**Run 1: signal wires on met3**

(3 px per um) Cells faint in the background.
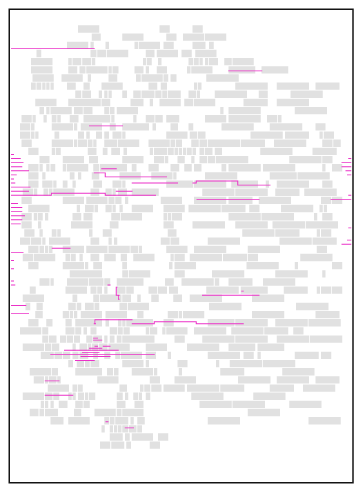
**Run 1: I/O pins on the die edge**

(3 px per um) Pins as bars across the die edge, other pins in gray.
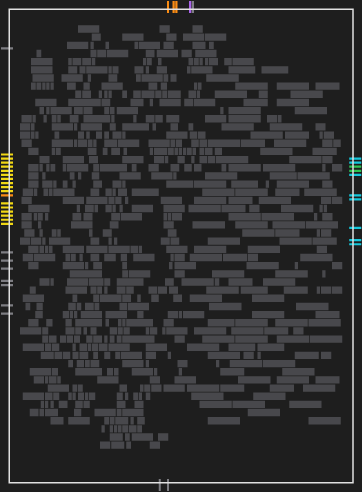
**Run 1: the metal 2 layer**

(3 px per um) Cells faint in the background.
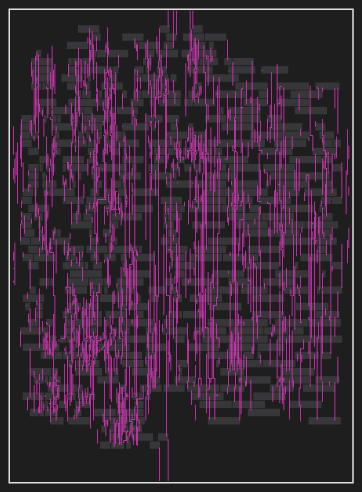
**Run 1: track usage over the die**

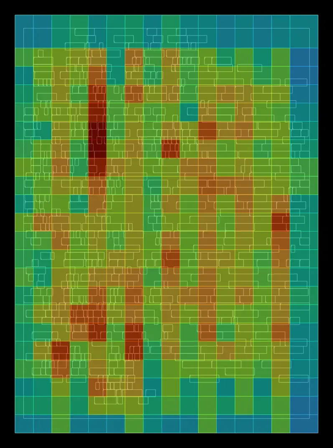
## src/rtl/uart_rx_fifo.sv

```systemverilog
// Purpose: oversampled UART receiver with error-tagged receive FIFO and sticky status flags.
// Latency: word_done/push one cycle after the last stop-bit vote; rd_valid one cycle after a push into an empty FIFO.
// Backpressure: rd_ready pops the head; a push into a full FIFO without a same-cycle pop is dropped and flags overrun.
module uart_rx_fifo #(
    parameter int DATA_BITS   = 8,
    parameter int PARITY_MODE = 0,
    parameter int STOP_BITS   = 1,
    parameter int OVERSAMPLE  = 16,
    parameter int FIFO_DEPTH  = 8,
    parameter int CLK_DIV_W   = 16
) (
    input  logic                          clk_in,
    input  logic                          reset,
    input  logic                          rx_en,
    input  logic                          rx,
    input  logic [CLK_DIV_W-1:0]          clk_div,
    output logic                          rd_valid,
    input  logic                          rd_ready,
    output logic [DATA_BITS-1:0]          rd_data,
    output logic [1:0]                    rd_err,
    output logic [$clog2(FIFO_DEPTH):0]   fifo_count,
    output logic                          word_done,
    output logic                          parity_err,
    output logic                          frame_err,
    output logic                          overrun,
    output logic                          break_det,
    input  logic                          err_clr
);
    localparam int OS_W = $clog2(OVERSAMPLE);
    localparam int AW   = $clog2(FIFO_DEPTH);
    localparam logic [OS_W-1:0] OS_A   = OS_W'(OVERSAMPLE/2 - 1);
    localparam logic [OS_W-1:0] OS_B   = OS_W'(OVERSAMPLE/2);
    localparam logic [OS_W-1:0] OS_V   = OS_W'(OVERSAMPLE/2 + 1);
    localparam logic [OS_W-1:0] OS_END = OS_W'(OVERSAMPLE - 1);
    localparam logic [3:0]      DATA_LAST = 4'(DATA_BITS - 1);
    localparam logic [3:0]      STOP_LAST = 4'(STOP_BITS - 1);
    localparam logic [AW:0]     FULL_CNT  = (AW+1)'(FIFO_DEPTH);

    typedef enum logic [2:0] {S_IDLE, S_START, S_DATA, S_PARITY, S_STOP, S_HOLD} state_e;

    typedef struct packed {
        logic [1:0]           err;
        logic [DATA_BITS-1:0] dat;
    } word_t;

    state_e               state_q, state_d;
    logic                 rx_s1_q, rx_s2_q, rx_prev_q;
    logic [CLK_DIV_W-1:0] div_lat_q, div_lat_d, div_cnt_q, div_cnt_d;
    logic [OS_W-1:0]      os_cnt_q, os_cnt_d;
    logic [3:0]           bit_cnt_q, bit_cnt_d;
    logic [1:0]           samp_q, samp_d;
    logic [DATA_BITS-1:0] shift_q, shift_d;
    logic                 par_tag_q, par_tag_d, frm_tag_q, frm_tag_d, zero_q, zero_d;
    logic                 done_q, done_d, brk_q, brk_d;
    logic                 parity_err_q, parity_err_d, frame_err_q, frame_err_d;
    logic                 overrun_q, overrun_d, break_det_q, break_det_d;

    word_t                mem_q [FIFO_DEPTH];
    logic [AW-1:0]        wr_ptr_q, wr_ptr_d, rd_ptr_q, rd_ptr_d;
    logic [AW:0]          count_q, count_d;

    logic  fall, running, tick, mid_a, mid_b, mid_v, bit_end;
    logic  vote, all_zero, final_vote, exp_par;
    logic  push_vld, push_rdy, push, pop, head_vld;
    word_t push_dat, head;

    assign fall       = rx_prev_q && !rx_s2_q;
    assign running    = (state_q != S_IDLE) && (state_q != S_HOLD);
    assign tick       = running && (div_cnt_q == div_lat_q);
    assign mid_a      = tick && (os_cnt_q == OS_A);
    assign mid_b      = tick && (os_cnt_q == OS_B);
    assign mid_v      = tick && (os_cnt_q == OS_V);
    assign bit_end    = tick && (os_cnt_q == OS_END);
    // Third sample is the live synced rx on the vote tick.
    assign vote       = (samp_q[1] & samp_q[0]) | ((samp_q[1] | samp_q[0]) & rx_s2_q);
    assign all_zero   = zero_q && !vote;
    assign final_vote = (state_q == S_STOP) && mid_v && (bit_cnt_q == STOP_LAST);
    assign exp_par    = (^shift_q) ^ (PARITY_MODE == 2);

    always_ff @(posedge clk_in) begin
        if (reset) state_q <= S_IDLE;
        else       state_q <= state_d;
    end

    always_comb begin
        state_d = state_q;
        case (state_q)
            S_IDLE:   if (rx_en && fall) state_d = S_START;
            S_START:  if (mid_v && vote) state_d = S_IDLE;
                      else if (bit_end)  state_d = S_DATA;
            S_DATA:   if (bit_end && (bit_cnt_q == DATA_LAST))
                          state_d = (PARITY_MODE != 0) ? S_PARITY : S_STOP;
            S_PARITY: if (bit_end) state_d = S_STOP;
            S_STOP:   if (final_vote) state_d = all_zero ? S_HOLD : S_IDLE;
            S_HOLD:   if (rx_s2_q) state_d = S_IDLE;
            default:  state_d = S_IDLE;
        endcase
        if (!rx_en) state_d = S_IDLE;
    end

    always_comb begin
        div_lat_d = div_lat_q;
        div_cnt_d = '0;
        os_cnt_d  = '0;
        bit_cnt_d = bit_cnt_q;
        samp_d    = samp_q;
        shift_d   = shift_q;
        par_tag_d = par_tag_q;
        frm_tag_d = frm_tag_q;
        zero_d    = zero_q;
        if ((state_q == S_IDLE) && (state_d == S_START)) begin
            div_lat_d = clk_div;
            par_tag_d = 1'b0;
            frm_tag_d = 1'b0;
            zero_d    = 1'b1;
        end
        if (running) begin
            div_cnt_d = tick ? '0 : div_cnt_q + 1'b1;
            os_cnt_d  = !tick ? os_cnt_q : ((os_cnt_q == OS_END) ? '0 : os_cnt_q + 1'b1);
        end
        if (state_d != state_q) bit_cnt_d = '0;
        else if (bit_end)       bit_cnt_d = bit_cnt_q + 1'b1;
        if (mid_a) samp_d[1] = rx_s2_q;
        if (mid_b) samp_d[0] = rx_s2_q;
        if (mid_v) begin
            case (state_q)
                S_DATA:   shift_d   = {vote, shift_q[DATA_BITS-1:1]};
                S_PARITY: par_tag_d = (vote != exp_par);
                S_STOP:   frm_tag_d = frm_tag_q | !vote;
                default:  ;
            endcase
            if (state_q inside {S_DATA, S_PARITY, S_STOP}) zero_d = all_zero;
        end
        done_d   = final_vote && rx_en;
        brk_d    = done_d && all_zero;
        push_vld = done_q && !brk_q;
        push_dat = '{err: {par_tag_q, frm_tag_q}, dat: shift_q};
        // Set events win over a same-cycle clear.
        parity_err_d = (parity_err_q && !err_clr) || (done_q && par_tag_q);
        frame_err_d  = (frame_err_q  && !err_clr) || (done_q && frm_tag_q);
        break_det_d  = (break_det_q  && !err_clr) || (done_q && brk_q);
        overrun_d    = (overrun_q    && !err_clr) || (push_vld && !push_rdy);
    end

    assign head_vld = (count_q != '0);
    assign push_rdy = (count_q != FULL_CNT) || rd_ready;
    assign push     = push_vld && push_rdy;
    assign pop      = head_vld && rd_ready;
    assign head     = mem_q[rd_ptr_q];

    always_comb begin
        wr_ptr_d = push ? wr_ptr_q + 1'b1 : wr_ptr_q;
        rd_ptr_d = pop  ? rd_ptr_q + 1'b1 : rd_ptr_q;
        count_d  = count_q;
        if (push && !pop)      count_d = count_q + 1'b1;
        else if (pop && !push) count_d = count_q - 1'b1;
    end

    always_ff @(posedge clk_in) begin
        if (reset) begin
            rx_s1_q      <= 1'b1;
            rx_s2_q      <= 1'b1;
            rx_prev_q    <= 1'b1;
            div_lat_q    <= '0;
            div_cnt_q    <= '0;
            os_cnt_q     <= '0;
            bit_cnt_q    <= '0;
            samp_q       <= '0;
            shift_q      <= '0;
            par_tag_q    <= 1'b0;
            frm_tag_q    <= 1'b0;
            zero_q       <= 1'b0;
            done_q       <= 1'b0;
            brk_q        <= 1'b0;
            parity_err_q <= 1'b0;
            frame_err_q  <= 1'b0;
            overrun_q    <= 1'b0;
            break_det_q  <= 1'b0;
            wr_ptr_q     <= '0;
            rd_ptr_q     <= '0;
            count_q      <= '0;
        end else begin
            rx_s1_q      <= rx;
            rx_s2_q      <= rx_s1_q;
            rx_prev_q    <= rx_s2_q;
            div_lat_q    <= div_lat_d;
            div_cnt_q    <= div_cnt_d;
            os_cnt_q     <= os_cnt_d;
            bit_cnt_q    <= bit_cnt_d;
            samp_q       <= samp_d;
            shift_q      <= shift_d;
            par_tag_q    <= par_tag_d;
            frm_tag_q    <= frm_tag_d;
            zero_q       <= zero_d;
            done_q       <= done_d;
            brk_q        <= brk_d;
            parity_err_q <= parity_err_d;
            frame_err_q  <= frame_err_d;
            overrun_q    <= overrun_d;
            break_det_q  <= break_det_d;
            wr_ptr_q     <= wr_ptr_d;
            rd_ptr_q     <= rd_ptr_d;
            count_q      <= count_d;
        end
    end

    // Storage needs no reset: count_q gates every read.
    always_ff @(posedge clk_in) begin
        if (push) mem_q[wr_ptr_q] <= push_dat;
    end

    assign rd_valid   = head_vld;
    assign rd_data    = head_vld ? head.dat : '0;
    assign rd_err     = head_vld ? head.err : '0;
    assign fifo_count = count_q;
    assign word_done  = done_q;
    assign parity_err = parity_err_q;
    assign frame_err  = frame_err_q;
    assign overrun    = overrun_q;
    assign break_det  = break_det_q;

endmodule

```

## config.mk

```make
export PLATFORM = sky130hd
export DESIGN_NAME = uart_rx_fifo
export DESIGN_NICKNAME = d
export VERILOG_FILES = /design/src/rtl/uart_rx_fifo.sv
export SDC_FILE = /design/constraint.sdc
export NUM_CORES = 1
export LEC_CHECK = 0
export CORE_ASPECT_RATIO = 1.4
export CORE_MARGIN = 3
export CORE_UTILIZATION = 41
export CTS_CLUSTER_SIZE = 14
export DETAILED_ROUTE_END_ITERATION = 16
export HOLD_SLACK_MARGIN = 0.05
export MAX_ROUTING_LAYER = met4
export PLACE_DENSITY = 0.56
export SLEW_MARGIN = 20
export SYNTH_ARGS = -nofsm -noshare
export SYNTH_HDL_FRONTEND = slang
export SYNTH_SLANG_ARGS = --single-unit
```

## constraint.sdc

```tcl
create_clock -name clk_in -period 3.35 [get_ports clk_in]
set_input_delay 0.67 -clock clk_in [delete_from_list [all_inputs] [get_ports clk_in]]
set_output_delay 0.67 -clock clk_in [all_outputs]
set_load 0.03 [all_outputs]
```

==> results.txt, run 1 <==
Notes on the flow outputs.

- The number of flip-flops and latches reads 158.
- The post-synthesis instance area reads 6704 sq um.
- The die area is 17940 sq um.
- Measured against its own limit, the worst slew margin works out to 56.08%.
- The routability-driven placement congestion ratio is 0.8356.
- The run finished with clean final reports.
- The final critical-path required period reads 3.128 ns.
- The post-synth tally of flip-flops with integrated enable is 80.
- The quantity of hold-fixing buffers added after cts reads 0.
- The net count after synthesis is 590.
- On the reported timing paths, the clock transition at the registers reads 0.06 ns.
- The clock buffer count from CTS is 17.
- Listed in order, past its start point the critical path passes buf_12, mux4_2, mux2i_1, nor2_1, clkdlybuf4s50_1.
- The worst vdd rail ir drop reads 479.8 uV.
- The final total power reads 4753 uW.
- The number of antenna violations at the first check in global routing reads 0.
- The sequential cell area share is 49.73%.
- The sequential cell area is 3964 sq um.
- The yosys synthesis warning count reads 0.
- The number of clock sinks seen by CTS is 158.
- The count of standard-cell rows is 54.
- The data arrival time of the worst path reads 2.46 ns.
- The launch instance of the worst register-to-register path is fifo_count[0].
- The endpoint of the worst hold path reads rx_s2_q.
- The count of plain and timing-repair buffers in the layout is 58.
- Counting flops and latches in the post-synthesis netlist gives 158.
- The worst-path cell with the longest stage delay is clkdlybuf4s50_1.
- The capturing point of the worst reg2reg path reads fifo_count[3].
- After synthesis, the most frequently instantiated cells are edfxtp_1 (80), dfxtp_1 (78), nor2_1 (58).
- The final-stage net count is 641.
- The number of tap cells inserted reads 196.
- The start point of the worst hold path is rx_s1_q.
- The count of nets left with antenna violations once routing finished came out at 0.
- The maximum number of pins on one net before global-route repair reads 49.
- The clock latency reported for the late side of the worst-skew pair is 0.41 ns.
- The script reports the combined buffer and inverter count of the critical path as 2.
- Per the synthesis report, the single largest cell type by area occupies 35.83% of cell area.
- Setup repair after global routing left no endpoint under its margin.
- In this run the worst path has a maximum fanout of 20.
- Looking at the clock tree report, the H-tree level count equals 4.
- The violation tally from detailed-route iteration zero is 191.
- The first-pass GRT wire length is 22690 um.
- For this run, the leading register cell type out of synthesis is edfxtp_1.
- The count of clock-net buffers in the final layout reads 21.
- The max-cap violation count is 0.
- The fraction of final layout cells sized beyond drive strength 1 reads 12.26%.
- For this run, the slowest stage of the critical path takes 0.60 ns.
Back to the opening pictures, 'signal wires on met3':
longest straight run: 34.5 um
nets with wire on the layer: 52
main direction: horizontal
met3 Resource Use GR: 3.615%
vias after detailed routing: 4271

Back to the opening pictures, 'I/O pins on the die edge':
| color | port | pins | direction | edge |
|---|---|---|---|---|
| yellow | clk_div | 16 | input | west |
| green | rd_err | 2 | output | east |
| orange | fifo_count | 4 | output | 3 north, 1 west |
| purple | rd_valid | 1 | output | north |
| cyan | rd_data | 8 | output | east |
all pins by edge: 25 west, 10 east, 5 north, 2 south
Port Buffers: 41
vertical die dimension: 157.3 um
width of the chip: 114.1 um

Back to the opening pictures, 'the metal 2 layer':
share of all routed wire: 53%
longest straight run: 58.8 um
main direction: vertical
wire length on this layer: 7310 um
nets with wire on the layer: 525
final routed wirelength across all metal layers: 13710 um
met2 demand-to-capacity share in global routing: 30.21%

Back to the opening pictures, 'track usage over the die':
post-DR wirelength/cell: 16.81 um
busiest metal layer after global routing: met2
fraction of met1 tracks used by global routing: 18.64%

run 1: per-stage QoR:
stage	cell area [sq um]	std cells	utilization, %	hold slack, ns	setup WS (ns)
floorplan	6704	556	-	0.3895	0.4932
global placement	7387	784	46.72	0.4094	0.1472
CTS	7970	816	50.41	0.4216	0.1113
global route	7970	816	50.41	0.4242	0.08513
finish	7970	816	50.41	0.4183	0.2219
detailed placement	7387	784	46.72	0.4059	0.09142
run 1: registers in the layout, summed over array words and instances (netlist names), 2 cells and up, named ones only:
register	count
div_lat_q	16
wr_ptr_q	3
rd_ptr_q	3
state_q	3
os_cnt_q	4
bit_cnt_q	4
samp_q	2
shift_q	8
fifo_count	4
mem_q	80
div_cnt_q	16
run 1: report_power, final:
group	internal (uW)	switching (uW)
Clock	1170	729
Combinational	362	414
Sequential	2040	37.5
run 1: layout by cell type (no fill, tap or decap), drive strengths merged, types with 4 or more instances in the layout:
cell            n
buf            18
xnor2          21
or4             4
dfxtp          78
nor2           58
or2             6
mux2i          23
or3             6
and3            9
clkinv          4
a21oi          27
nand3          11
clkinvlp        4
nor4           11
edfxtp         80
clkdlybuf4s50  40
nand2b         10
nor3            9
inv            17
mux4           20
xor2           24
ha             11
nand4           4
o21ai           9
nand2          52
clkbuf         21
nor3b           5
run 1: routing by layer:
layer / track usage (%) / up-vias / part of all wire (%)
met5: - / - / 0
met4: 4.810 / 0 / 1.5
met3: 3.615 / 16 / 3.5
met2: 30.21 / 90 / 53
met1: 18.64 / 2069 / 42
li1: - / 2096 / -
run 1: cell families after synthesis:
kind of cell,Yosys count,share of synthesized area (%)
simple gates,195,14.22
flops,158,59.13
compound gates,59,5.375
xor+xnor,45,5.879
buf+inv,43,2.743
mux,43,10.15
fa+ha+maj,13,2.501
==> run 2, diff against run 1 <==
TNS_END_PERCENT = 50   (was not set)
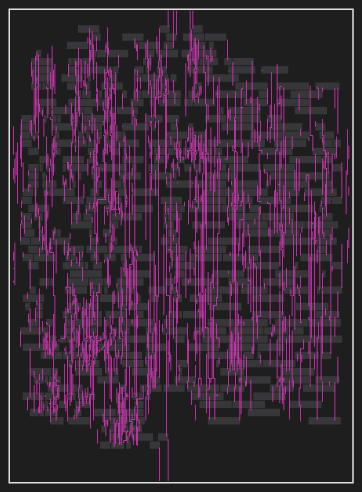
**Above:** run 2 (the metal 2 layer).
(3 px per um) Cells faint in the background.
longest straight run: 58.8 um
main direction: vertical
nets with wire on the layer: 525
share of all routed wire: 53%

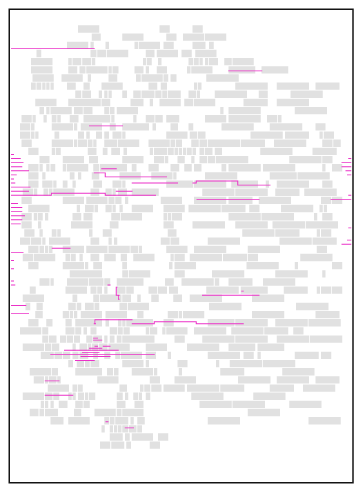
**Above:** run 2 (signal wires on met3).
(3 px per um) Cells faint in the background.
wire length on this layer: 476 um
nets with wire on the layer: 52
longest straight run: 34.5 um

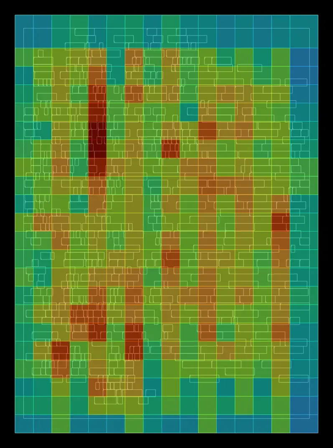
**Above:** run 2 (track usage over the die).
total global routing track utilization: 16.79%
final design utilization: 50.41%

==> results.txt, run 2 <==
Notes on the flow outputs.

- The run finished with clean final reports.
- The post-synthesis instance area is 6704 sq um.
- The number of antenna violations at the first check in global routing was 0.
- The analysis reports a worst IR drop on VDD of 479.8 uV.
- The part of the total power dissipated in the clock network is 39.9%.
- The peak fanout along the critical path reads 20.
- The routability-driven placement congestion ratio reads 0.8356.
- The average wire per cell in the routed design reads 16.81 um.
- Per the STA report, the cell with the highest stage delay on the worst path is clkdlybuf4s50_1.
- The power share of the sequential group is 43.8%.
- The number of flip-flops and latches in the synthesized netlist is 158.
- The detailed router placed 4271 vias in this run.
- The register with the highest flop count is mem_q.
- The final total power is 4753 uW.
- The fraction of power consumed by combinational cells is 16.3%.
- The die outline height reads 157.3 um.
- The multiplexer share of the synthesized area reads 10.15%.
- In the per-layer breakdown of the detailed-route log, met1 shows 5710 um.
- The area fraction in full adders, half adders and majority gates is 2.501%.
- The layout summary lists the proportion of cells stronger than drive strength 1 as 12.26%.
- The library cells used most frequently in the layout, excluding fill and tap cells, are edfxtp_1 (80), dfxtp_1 (78), nor2_1 (58).
- The uppermost layer routed reads met4.
- The leading cell type in the layout, fill and taps excluded is edfxtp_1.
- The data arrival time of the worst path is 2.46 ns.
- The cell-mix breakdown from Yosys lists the XOR/XNOR area share as 5.879%.
- The die outline width reads 114.1 um.
- The clock slew at the register clock pins of the worst setup and hold paths reads 0.06 ns.
- The maximum number of pins on one net before global-route repair is 49.
- The net switching power figure is 1181 uW.
- The number of clock sinks seen by CTS reads 158.
- The report puts the hold buffer count at CTS at 0.
- The commonest cells after synthesis are edfxtp_1 (80), dfxtp_1 (78), nor2_1 (58).
- The register with the most flip-flops in the layout has 80 of them.
- The yosys synthesis warning count reads 0.
- The final-stage net count reads 641.
- The count of buffers from port buffering is 41.
- Net switching is 24.84% of the power.
- The main logic family after synthesis reads simple AND/OR/NAND/NOR gates.
- The net count after synthesis reads 590.
==> run 2: cell counts after synthesis <==
Identical to the previous run, type by type.
==> run 2: power by group through the flow <==
stage	combinational, uW	clock, uW	sequential, uW
2_1_floorplan	481	0	2140
6_report	776	1900	2080
3_3_place_gp	787	0	2120
5_1_grt	849	2020	2090
4_1_cts	795	1940	2080
3_5_place_dp	794	0	2120
==> run 2: metal layers <==
metal | GRT usage, % | vias up
met5 | - | -
met3 | 3.615 | 16
met1 | 18.64 | 2069
met4 | 4.810 | 0
li1 | - | 2096
met2 | 30.21 | 90
==> run 2: through the flow <==
stage,setup WS [ns],instances,util (%)
2_1_floorplan,0.4932,556,-
5_1_grt,0.08513,816,50.41
3_5_place_dp,0.09142,784,46.72
3_3_place_gp,0.1472,784,46.72
4_1_cts,0.1113,816,50.41
6_report,0.2219,816,50.41
==> run 2: worst paths after layout <==
kind / endpoint / cells after the start / slack (ns)
worst max-delay path: rd_err[0] / 5 / 0.22
worst min-delay path: rx_s2_q / 1 / 0.42
worst max register to register: fifo_count[3] / 12 / 0.71
worst min register to register: rx_s2_q / 1 / 0.42
==> run 2: layout make-up <==
class	count	area [sq um]	share of cell area [%]
sequential	158	3964	49.73
multi-input combinational	355	2569	32.23
timing repair buffer	58	545.5	6.845
clock buffer	21	440.4	5.526
tap	196	245.2	3.077
clock inverter	11	142.6	1.790
inverter	17	63.81	0.8006
==> run 2: cells by family (layout without fill, tap and decap cells) <==
group           Yosys count  after routing
xor+xnor                 45             45
compound gates           59             59
buf+inv                  43            107
fa+ha+maj                13             13
simple gates            195            195
flops                   158            158
mux                      43             43
**Run 2: signal metal coverage by tile**

(2 px per um) The die is cut into 23 by 31 equal tiles; dark blue is low, red is high, scaled to the fullest tile. Values are wire area over tile area, all layers added.
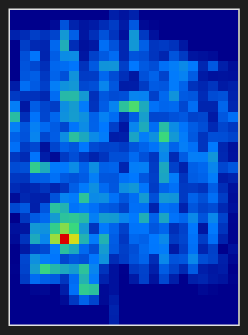

==> run 3, diff against run 2 <==
CORE_MARGIN = 1.5   (was 3)
DONT_BUFFER_PORTS = 1   (was not set)
PLACE_DENSITY = 0.52   (was 0.56)
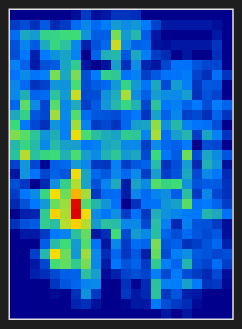
**Above:** run 3 (signal metal coverage by tile).
(2 px per um) The die is cut into 22 by 31 equal tiles; dark blue is low, red is high, scaled to the fullest tile. Values are wire area over tile area, all layers added.
fullest tile: 0.55
tiles over half the peak: 7.9%
nearly empty tiles: 15%
densest ninth of the die: west
emptiest ninth of the die: north-east
total global routing track utilization: 17.38%
vias after detailed routing: 4155
final routed wirelength across all metal layers: 13740 um
post-DR wirelength/cell: 17.59 um

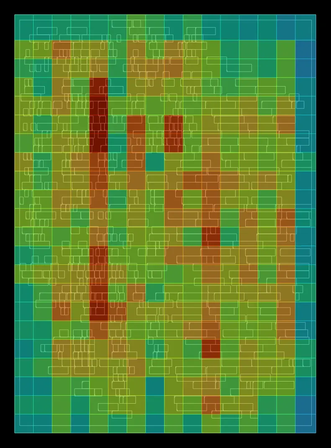
**Above:** run 3 (track usage over the die).
met3 Resource Use GR: 4.898%
met2 demand-to-capacity share in global routing: 30.78%
final design utilization: 47.22%

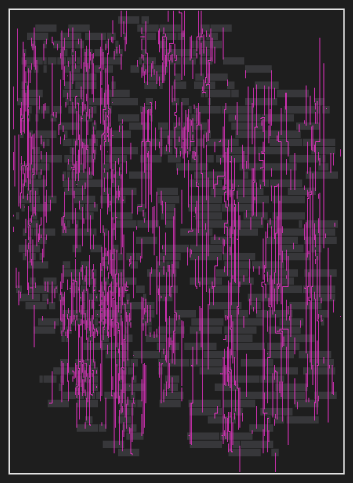
**Above:** run 3 (the metal 2 layer).
(3 px per um) Cells faint in the background.
longest straight run: 79.6 um
nets with wire on the layer: 506

==> results.txt, run 3 <==
Notes on the flow outputs.

- The run finished with clean final reports.
- The post-synth tally of flip-flops with integrated enable reads 80.
- The buffer_ports step reported a buffer count of 0.
- The number of antenna violations at the first check in global routing reads 0.
- The peak fanout along the critical path is 5.
- The number of standard cells in the layout, taps in and fillers out reads 781.
- The post-layout worst setup margin reads 0.5648 ns.
- The clock slew at the register clock pins of the worst setup and hold paths reads 0.06 ns.
- The number of levels the H-tree was split into reads 4.
- At the end of the flow, the number of nets in the layout was 604.
- The initial utilization of the core area, before any placement, comes to 41.63%.
- In this run the cell area measured after placement is 7003 sq um.
- The worst-path cell with the longest stage delay reads dfxtp_1.
- The quantity of hold-fixing buffers added after cts reads 0.
- The die area reads 17140 sq um.
- The number of buffers and inverters on the critical path reads 2.
- The number of flip-flops under the largest register name is 80.
- The data arrival time of the worst path is 3.14 ns.
- The count of nets left with antenna violations after detail routing is 0.
- The count of placed standard cells including taps reads 750.
- The worst hold slack is 0.3147 ns.
- Clock tree synthesis inserted a total of 17 buffers.
- Summing every instance area after synthesis gives 6704 sq um.
- The overflow left after global routing reads 0.
- Setup repair after global routing left no endpoint under its margin.
- The leading cell type in the layout, fill and taps excluded reads edfxtp_1.
- The largest registers in the layout are mem_q: 80 flops, div_cnt_q: 16 flops, div_lat_q: 16 flops.
- STA lists the endpoint of the worst register-to-register path as fifo_count[3].
- The instance count along the most critical hold path is 1.
- The number of clock sinks seen by CTS is 158.
- The violation tally from detailed-route iteration zero is 195.
- The worst vdd rail ir drop is 294.1 uV.
- From left edge to right edge, the die measures 111.1 um.
- The launch instance of the worst register-to-register path is fifo_count[3].
- Per the synth stats, the flop cell with the highest instance count is edfxtp_1.
- Across the run, the number of max-cap violations was 0.
- In this run the biggest area consumer among cell types represents 35.83% of the synthesized area.
- The yosys synthesis warning count is 0.
- The start point of the worst hold path is reset.
- The die is 154.3 um tall.
- The first-pass GRT wire length is 22360 um.
- Of the cells placed in the final design, the portion with a size suffix greater than 1 is 13.75%.
- In this run, synthesis produced a sequential element count of 158.
- The routability-driven placement congestion ratio is 0.8222.
- The synthesis run shows the most used standard cells to be edfxtp_1 (80), dfxtp_1 (78), nor2_1 (58).
- The report puts the cell count of the worst reg-to-reg path at 11.
- The routed design could run at a clock period as short as 2.785 ns.
- The maximum number of pins on one net before global-route repair is 51.
- The flop-to-flop setup slack is 0.56 ns.
- The clock latency reported for the late side of the worst-skew pair reads 0.42 ns.
run 3: netlist changes by cell type in the layout (fill, tap and decap cells not counted), sizes merged:
cell,before,now
clkbuf,21,17
buf,18,21
clkinvlp,4,3
clkinv,4,7
clkdlybuf4s50,40,0
bufinv,3,4
run 3: cell families (layout without fill, tap and decap cells):
group                    count (synthesis)  in the layout  synth area share, %
AND-OR/OR-AND                           59             59                5.375
XOR/XNOR                                45             45                5.879
adder cells (fa/ha/maj)                 13             13                2.501
buffers and inverters                   43             69                2.743
flip-flops                             158            158                59.13
multiplexers                            43             43                10.15
AND/OR/NAND/NOR                        195            195                14.22
run 3: layout make-up:
cell class                      instances  area [sq um]
Multi-Input combinational cell        355          2569
Clock inverter                         14         175.2
Inverter                               17         63.81
Sequential cell                       158          3964
Timing Repair Buffer                   21         157.7
Clock buffer                           17         425.4
Fill cell                            1505          8499
Tap cell                              199         249.0
run 3: how the worst max path moves through the flow:
| stage | from | endpoint | slack, ns | cells past startpoint |
|---|---|---|---|---|
| CTS | fifo_count[3] | fifo_count[3] | 0.55 | 11 |
| detailed placement | rd_ready | fifo_count[3] | 0.55 | 11 |
| finish | fifo_count[3] | fifo_count[3] | 0.56 | 11 |
| floorplan | rd_ready | fifo_count[3] | 0.49 | 11 |
| global route | fifo_count[3] | fifo_count[3] | 0.29 | 11 |
| global placement | rd_ready | fifo_count[3] | 0.64 | 11 |
run 3: routing by layer:
layer | vias to the layer above | GRT usage (%) | share of wire, %
li1 | 2021 | - | -
met1 | 2028 | 18.85 | 41
met2 | 81 | 30.78 | 53
met3 | 25 | 4.898 | 4.1
met4 | 0 | 5.666 | 1.6
met5 | - | - | 0
run 3: power by group:
part | total, uW | internal, uW | switching, uW
clock | 1970 | 1230 | 739
combinational | 648 | 248 | 400
sequential | 2070 | 2040 | 26.6
Power and IR drop assume default switching activity.
